==> run_1/met2.png <==
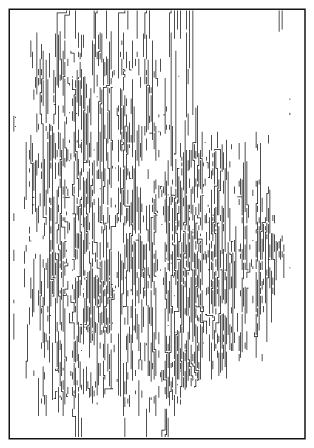
==> run_1/cell_classes.png <==
The bar under the picture is 20 um long. Fill, decap, tap and diode cells in grey.
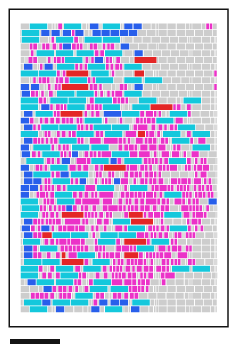
==> run_1/gate_families.png <==
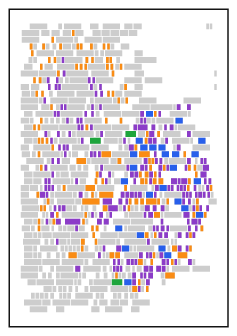
## src/rtl/imem_loader_pkg.sv

```systemverilog
// Shared constants for the instruction-memory loader: command bytes,
// FSM encoding, write size and the header count check.
package imem_loader_pkg;

   localparam logic [7:0] CMD_LOAD = 8'h4C;
   localparam logic [7:0] CMD_RUN  = 8'h52;
   localparam logic [7:0] CMD_HALT = 8'h48;

   localparam logic [1:0] WSIZE_WORD = 2'b10;

   typedef enum logic [2:0] {
      ST_IDLE,
      ST_LEN_LO,
      ST_LEN_HI,
      ST_DATA,
      ST_DONE
   } state_t;

   // A count is loadable when it is non-zero and fits in imem.
   function automatic logic count_ok(input logic [15:0] count, input logic [31:0] capacity);
      return (count != 16'd0) && ({16'd0, count} <= capacity);
   endfunction

endpackage

```

## src/rtl/imem_loader_word_packer.sv

```systemverilog
// Packs little-endian bytes into a 32-bit word; strobes word_valid the cycle
// after the fourth byte of each word is accepted.
module word_packer
   import imem_loader_pkg::*;
#(
   parameter int NB_WORD = 32
) (
   input  logic               clk,
   input  logic               i_rst,
   input  logic               i_clear,
   input  logic               i_byte_valid,
   input  logic [7:0]         i_byte,
   output logic [1:0]         o_byte_idx,
   output logic [NB_WORD-1:0] o_word,
   output logic               o_word_valid
);

   logic [NB_WORD-1:0] shift_q;

   // Bytes enter at the top and move down, so byte 0 ends in bits [7:0].
   always_ff @(posedge clk) begin
      if (i_rst) begin
         o_byte_idx   <= 2'd0;
         shift_q      <= '0;
         o_word       <= '0;
         o_word_valid <= 1'b0;
      end else if (i_clear) begin
         o_byte_idx   <= 2'd0;
         shift_q      <= '0;
         o_word_valid <= 1'b0;
      end else begin
         o_word_valid <= 1'b0;
         if (i_byte_valid) begin
            shift_q    <= {i_byte, shift_q[NB_WORD-1:8]};
            o_byte_idx <= o_byte_idx + 2'd1;
            if (o_byte_idx == 2'd3) begin
               o_word       <= {i_byte, shift_q[NB_WORD-1:8]};
               o_word_valid <= 1'b1;
            end
         end
      end
   end

endmodule

```

## src/rtl/imem_loader.sv

```systemverilog
// Debug-UART program loader: decodes L/R/H commands, streams words into imem
// and holds the CPU halted while a program is loading.
module imem_loader
   import imem_loader_pkg::*;
#(
   parameter int NB_INSTRUCTION  = 32,
   parameter int IMEM_ADDR_WIDTH = 8,
   parameter int NB_COUNT        = 16
) (
   input  logic                       clk,
   input  logic                       i_rst,
   input  logic [7:0]                 i_rx_data,
   input  logic                       i_rx_valid,
   output logic [NB_INSTRUCTION-1:0]  o_imem_data,
   output logic [IMEM_ADDR_WIDTH-1:0] o_imem_waddr,
   output logic [1:0]                 o_mem_wsize,
   output logic                       o_imem_wen,
   output logic                       o_cpu_en,
   output logic                       o_cpu_rst,
   output logic                       o_busy,
   output logic                       o_done,
   output logic                       o_err
);

   localparam logic [31:0] CAPACITY = 32'((2 ** IMEM_ADDR_WIDTH) / 4);

   state_t              state;
   logic                run_q;
   logic [7:0]          len_lo_q;
   logic [NB_COUNT-1:0] count_q;
   logic [NB_COUNT-1:0] word_cnt;
   logic [1:0]          byte_idx;
   logic                packer_clear;
   logic                packer_valid;
   logic [15:0]         header;

   assign header       = {i_rx_data, len_lo_q};
   assign packer_clear = (state == ST_IDLE) && i_rx_valid && (i_rx_data == CMD_LOAD);
   assign packer_valid = (state == ST_DATA) && i_rx_valid;

   word_packer #(
      .NB_WORD (NB_INSTRUCTION)
   ) u_packer (
      .clk          (clk),
      .i_rst        (i_rst),
      .i_clear      (packer_clear),
      .i_byte_valid (packer_valid),
      .i_byte       (i_rx_data),
      .o_byte_idx   (byte_idx),
      .o_word       (o_imem_data),
      .o_word_valid (o_imem_wen)
   );

   assign o_mem_wsize = WSIZE_WORD;
   assign o_cpu_en    = run_q & ~o_busy;

   always_ff @(posedge clk) begin
      if (i_rst) begin
         state        <= ST_IDLE;
         run_q        <= 1'b0;
         len_lo_q     <= 8'd0;
         count_q      <= '0;
         word_cnt     <= '0;
         o_imem_waddr <= '0;
         o_cpu_rst    <= 1'b0;
         o_busy       <= 1'b0;
         o_done       <= 1'b0;
         o_err        <= 1'b0;
      end else begin
         o_cpu_rst <= 1'b0;
         o_done    <= 1'b0;
         o_err     <= 1'b0;
         case (state)
            ST_IDLE: begin
               // Busy is held through the o_done cycle and drops here.
               o_busy <= 1'b0;
               if (i_rx_valid) begin
                  case (i_rx_data)
                     CMD_LOAD: begin
                        state  <= ST_LEN_LO;
                        o_busy <= 1'b1;
                        run_q  <= 1'b0;
                     end
                     CMD_RUN:  run_q <= 1'b1;
                     CMD_HALT: run_q <= 1'b0;
                     default: ;
                  endcase
               end
            end
            ST_LEN_LO: begin
               if (i_rx_valid) begin
                  len_lo_q <= i_rx_data;
                  state    <= ST_LEN_HI;
               end
            end
            ST_LEN_HI: begin
               if (i_rx_valid) begin
                  if (count_ok(header, CAPACITY)) begin
                     count_q  <= NB_COUNT'(header);
                     word_cnt <= '0;
                     state    <= ST_DATA;
                  end else begin
                     o_err  <= 1'b1;
                     o_busy <= 1'b0;
                     state  <= ST_IDLE;
                  end
               end
            end
            ST_DATA: begin
               // Address is registered alongside the packer's word strobe.
               if (i_rx_valid && (byte_idx == 2'd3)) begin
                  o_imem_waddr <= IMEM_ADDR_WIDTH'({word_cnt, 2'b00});
                  word_cnt     <= word_cnt + NB_COUNT'(1);
                  if (word_cnt == count_q - NB_COUNT'(1)) begin
                     state <= ST_DONE;
                  end
               end
            end
            ST_DONE: begin
               o_done    <= 1'b1;
               o_cpu_rst <= 1'b1;
               run_q     <= 1'b1;
               state     <= ST_IDLE;
            end
            default: state <= ST_IDLE;
         endcase
      end
   end

endmodule

```

## config.mk

```make
export PLATFORM = sky130hd
export DESIGN_NAME = imem_loader
export DESIGN_NICKNAME = d
export VERILOG_FILES = /design/src/rtl/imem_loader_pkg.sv /design/src/rtl/imem_loader_word_packer.sv /design/src/rtl/imem_loader.sv
export SDC_FILE = /design/constraint.sdc
export NUM_CORES = 1
export LEC_CHECK = 0
export ABC_AREA = 1
export CAP_MARGIN = 20
export CORE_ASPECT_RATIO = 1.5
export CORE_MARGIN = 4
export CORE_UTILIZATION = 55
export CTS_CLUSTER_SIZE = 25
export DETAILED_ROUTE_END_ITERATION = 6
export GPL_ROUTABILITY_DRIVEN = 0
export PLACE_DENSITY = 0.84
export SYNTH_ARGS = -nofsm -noshare
export SYNTH_HDL_FRONTEND = slang
export SYNTH_SLANG_ARGS = --single-unit
```

## constraint.sdc

```tcl
create_clock -name clk -period 3.25 [get_ports clk]
set_input_delay 0.8125 -clock clk [delete_from_list [all_inputs] [get_ports clk]]
set_output_delay 0.8125 -clock clk [all_outputs]
set_load 0.005 [all_outputs]
```

==> impl_metrics.ini, run 1 <==
; flow metrics
[global_routing]
grt_pass1_wl_mm = 22.9
grt_max_degree = 51
met2_usage_pct = 44.3
grt.met1_usage_pct = 27.9

[clock_tree]
clk_pin_slew_ns = 0.07
hold_buffers = 0

[setup_path]
arrival_ns = 2.78
path_class = in2reg
worstPathMaxFanout = 16
timing.rr.start = state[2]

[synth]
ys_seq_share_pct = 42.7
yosys-top-cells-area = dfxtp_1 43%, nand2_1 9.7%, nor2_1 7.6%
synth_warnings = 0
mux_area_share_pct = 0
synth-edff-count = 0
synth_cell_types = 41
top_cell_area_share_pct = 42.7

[power]
finalPower_mw = 2.70
power_density_nw_per_um2 = 440
ir_drop_mv = 0.408

[drt]
postRouteAntennaNets = 0
drt_wl_total_mm = 13.5
dr.max_layer_used = met4

[die]
chipWidth_um = 87.8
fp-row-count = 43

[cells_and_area]
final_cell_mix = 135 x nand2_1, 112 x dfxtp_1, 106 x nor2_1, 73 x a21oi_1, 58 x inv_1
final_area_sq_um = 6120

[run_status]
status = complete, no violations

[min_path]
min_to = count_q[15]
min_path_cells = 2
Notes on met2.png above:
The wires run mostly vertical. The layer holds 52% of the routed length. 665 nets have wire on it. The longest straight run is 42.5 um.

Notes on cell_classes.png above:
Key: cyan = flip-flops [cells 112, share of their area 37%]; blue = other buffers and delay cells [cells 60, share of their area 10%]; red = clock drivers and dummy loads [cells 16, share of their area 5.4%]; magenta = all other logic [cells 579, share of their area 47%]

Notes on gate_families.png above:
Key: blue = XOR/XNOR gates [cells 26]; green = adder and majority cells [cells 3]; orange = NOR gates [cells 132]; purple = NAND gates [cells 203]

[run 1: power by group]
group / leakage, nW / internal (mW) / switching [mW]
Combinational: 1.53 / 0.0430 / 0.0845
Clock: 0.159 / 0.624 / 0.555
Sequential: 0.902 / 1.38 / 0.00951
Total: 2.59 / 2.05 / 0.649
[run 1: critical path, cell delays in order]
cell,delay (ns)
clkdlybuf4s50_1,0.47
inv_2,0.11
nand2_1,0.07
nor2_1,0.11
nand4_1,0.11
a21oi_2,0.22
nand3_4,0.15
nand2_4,0.21
nand2_4,0.17
nor3b_1,0.26
nor2_1,0.07
[run 1: area by class of cell]
type / instances / area (sq um)
inverter: 69 / 259
tap: 112 / 140
clock inverter: 7 / 98.8
clock buffer: 9 / 225
fill: 776 / 3190
multi-input combinational: 510 / 2560
sequential: 112 / 2240
timing repair buffer: 60 / 598
==> run 2: changes to the inputs <==
Clock period 3.25 ns to 2.5 ns, I/O delays scaled along.
==> run 2 against run 1 <==
Against the previous run:
- the run now ends with DRC left
- critical path depth is the same
- flip-flop count is the same
- hold slack is essentially flat
- clock skew shrank 0.0013 ns
- register-to-register slack lost 0.70 ns
- clock power grew 19%
- critical endpoint unchanged
- worst setup slack lost 0.40 ns
- largest power group unchanged
==> impl_metrics.ini, run 2 <==
; flow metrics
[power]
switching_power_mw = 0.784
power.internal_mw = 2.59
powerComb_mw = 0.175
power-top-group = registers
ir_drop_mv = 0.469
seq_power_mw = 1.81
clkPwrFrac_pct = 41.3
switching_share_pct = 23.2

[drt]
drt_wl_total_mm = 13.3
route.detailed.drc = 1
postRouteAntennaNets = 0

[run_status]
violations = DRC
status = complete, but fails checks

[setup_path]
slowest_delay_ns = 0.48
timing.rr.start = count_q[0]
path_class = in2reg
cpMaxStageDelayCell = clkdlybuf4s50_1
path_depth = 11

[global_routing]
grt_pass1_wl_mm = 22.2
grt_max_degree = 42
grt.met1_usage_pct = 27.5
met2_usage_pct = 43.4

[synth]
top_cell_area_share_pct = 42.7
synth_warnings = 0
yosys-top-cells-area = dfxtp_1 43%, nand2_1 9.7%, nor2_1 7.6%
synth-edff-count = 0

[min_path]
min_path_cells = 2

[cells_and_area]
final_area_sq_um = 6180

[clock_tree]
hold_buffers = 0
clk_pin_slew_ns = 0.07
-- run 2: cell counts after synthesis --
Identical to the previous run, type by type.
-- run 2: area by class of cell --
class | count | area [sq um]
inverters | 69 | 259
repair buffers | 71 | 693
fillers | 753 | 3120
flip-flops and latches | 112 | 2240
clock inverters | 4 | 37.5
well taps | 112 | 140
multi-input cells | 510 | 2560
clock buffers | 11 | 253
-- run 2: cells by family (layout without fill, tap and decap cells) --
| kind of cell | count (synthesis) | after routing |
|---|---|---|
| and+or+nand+nor | 339 | 339 |
| AOI/OAI and AO/OA | 138 | 138 |
| DFF | 112 | 112 |
| buffers and inverters | 103 | 155 |
| xor gates and xnor gates | 26 | 26 |
| adders and majority gates | 3 | 3 |
| other | 2 | 4 |
==> run_2/drive_strength.png <==
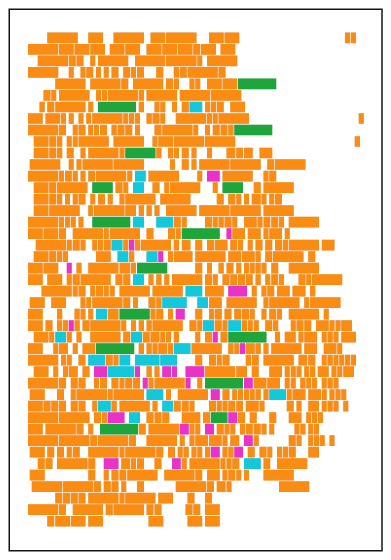
Key: magenta = drive 2 [cells 28]; cyan = drive 3 to 4 [cells 29]; orange = drive 1 or less [cells 705]; green = drive 6 and up [cells 15]

==> run_2/met2.png <==
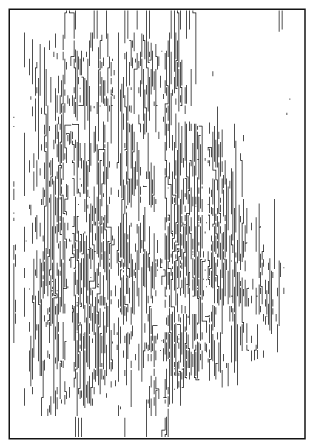
The longest straight run is 44.2 um. The wires run mostly vertical. 644 nets have wire on it. The layer carries 6,920 um of wire. The layer holds 52% of the routed length.

==> run_2/final_clocks.png <==
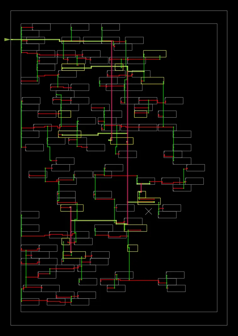
Clock group: 1.40 mW
final clock skew: 0.00699 ns

Power figures rest on the tool's default switching activity, not on a simulated workload.
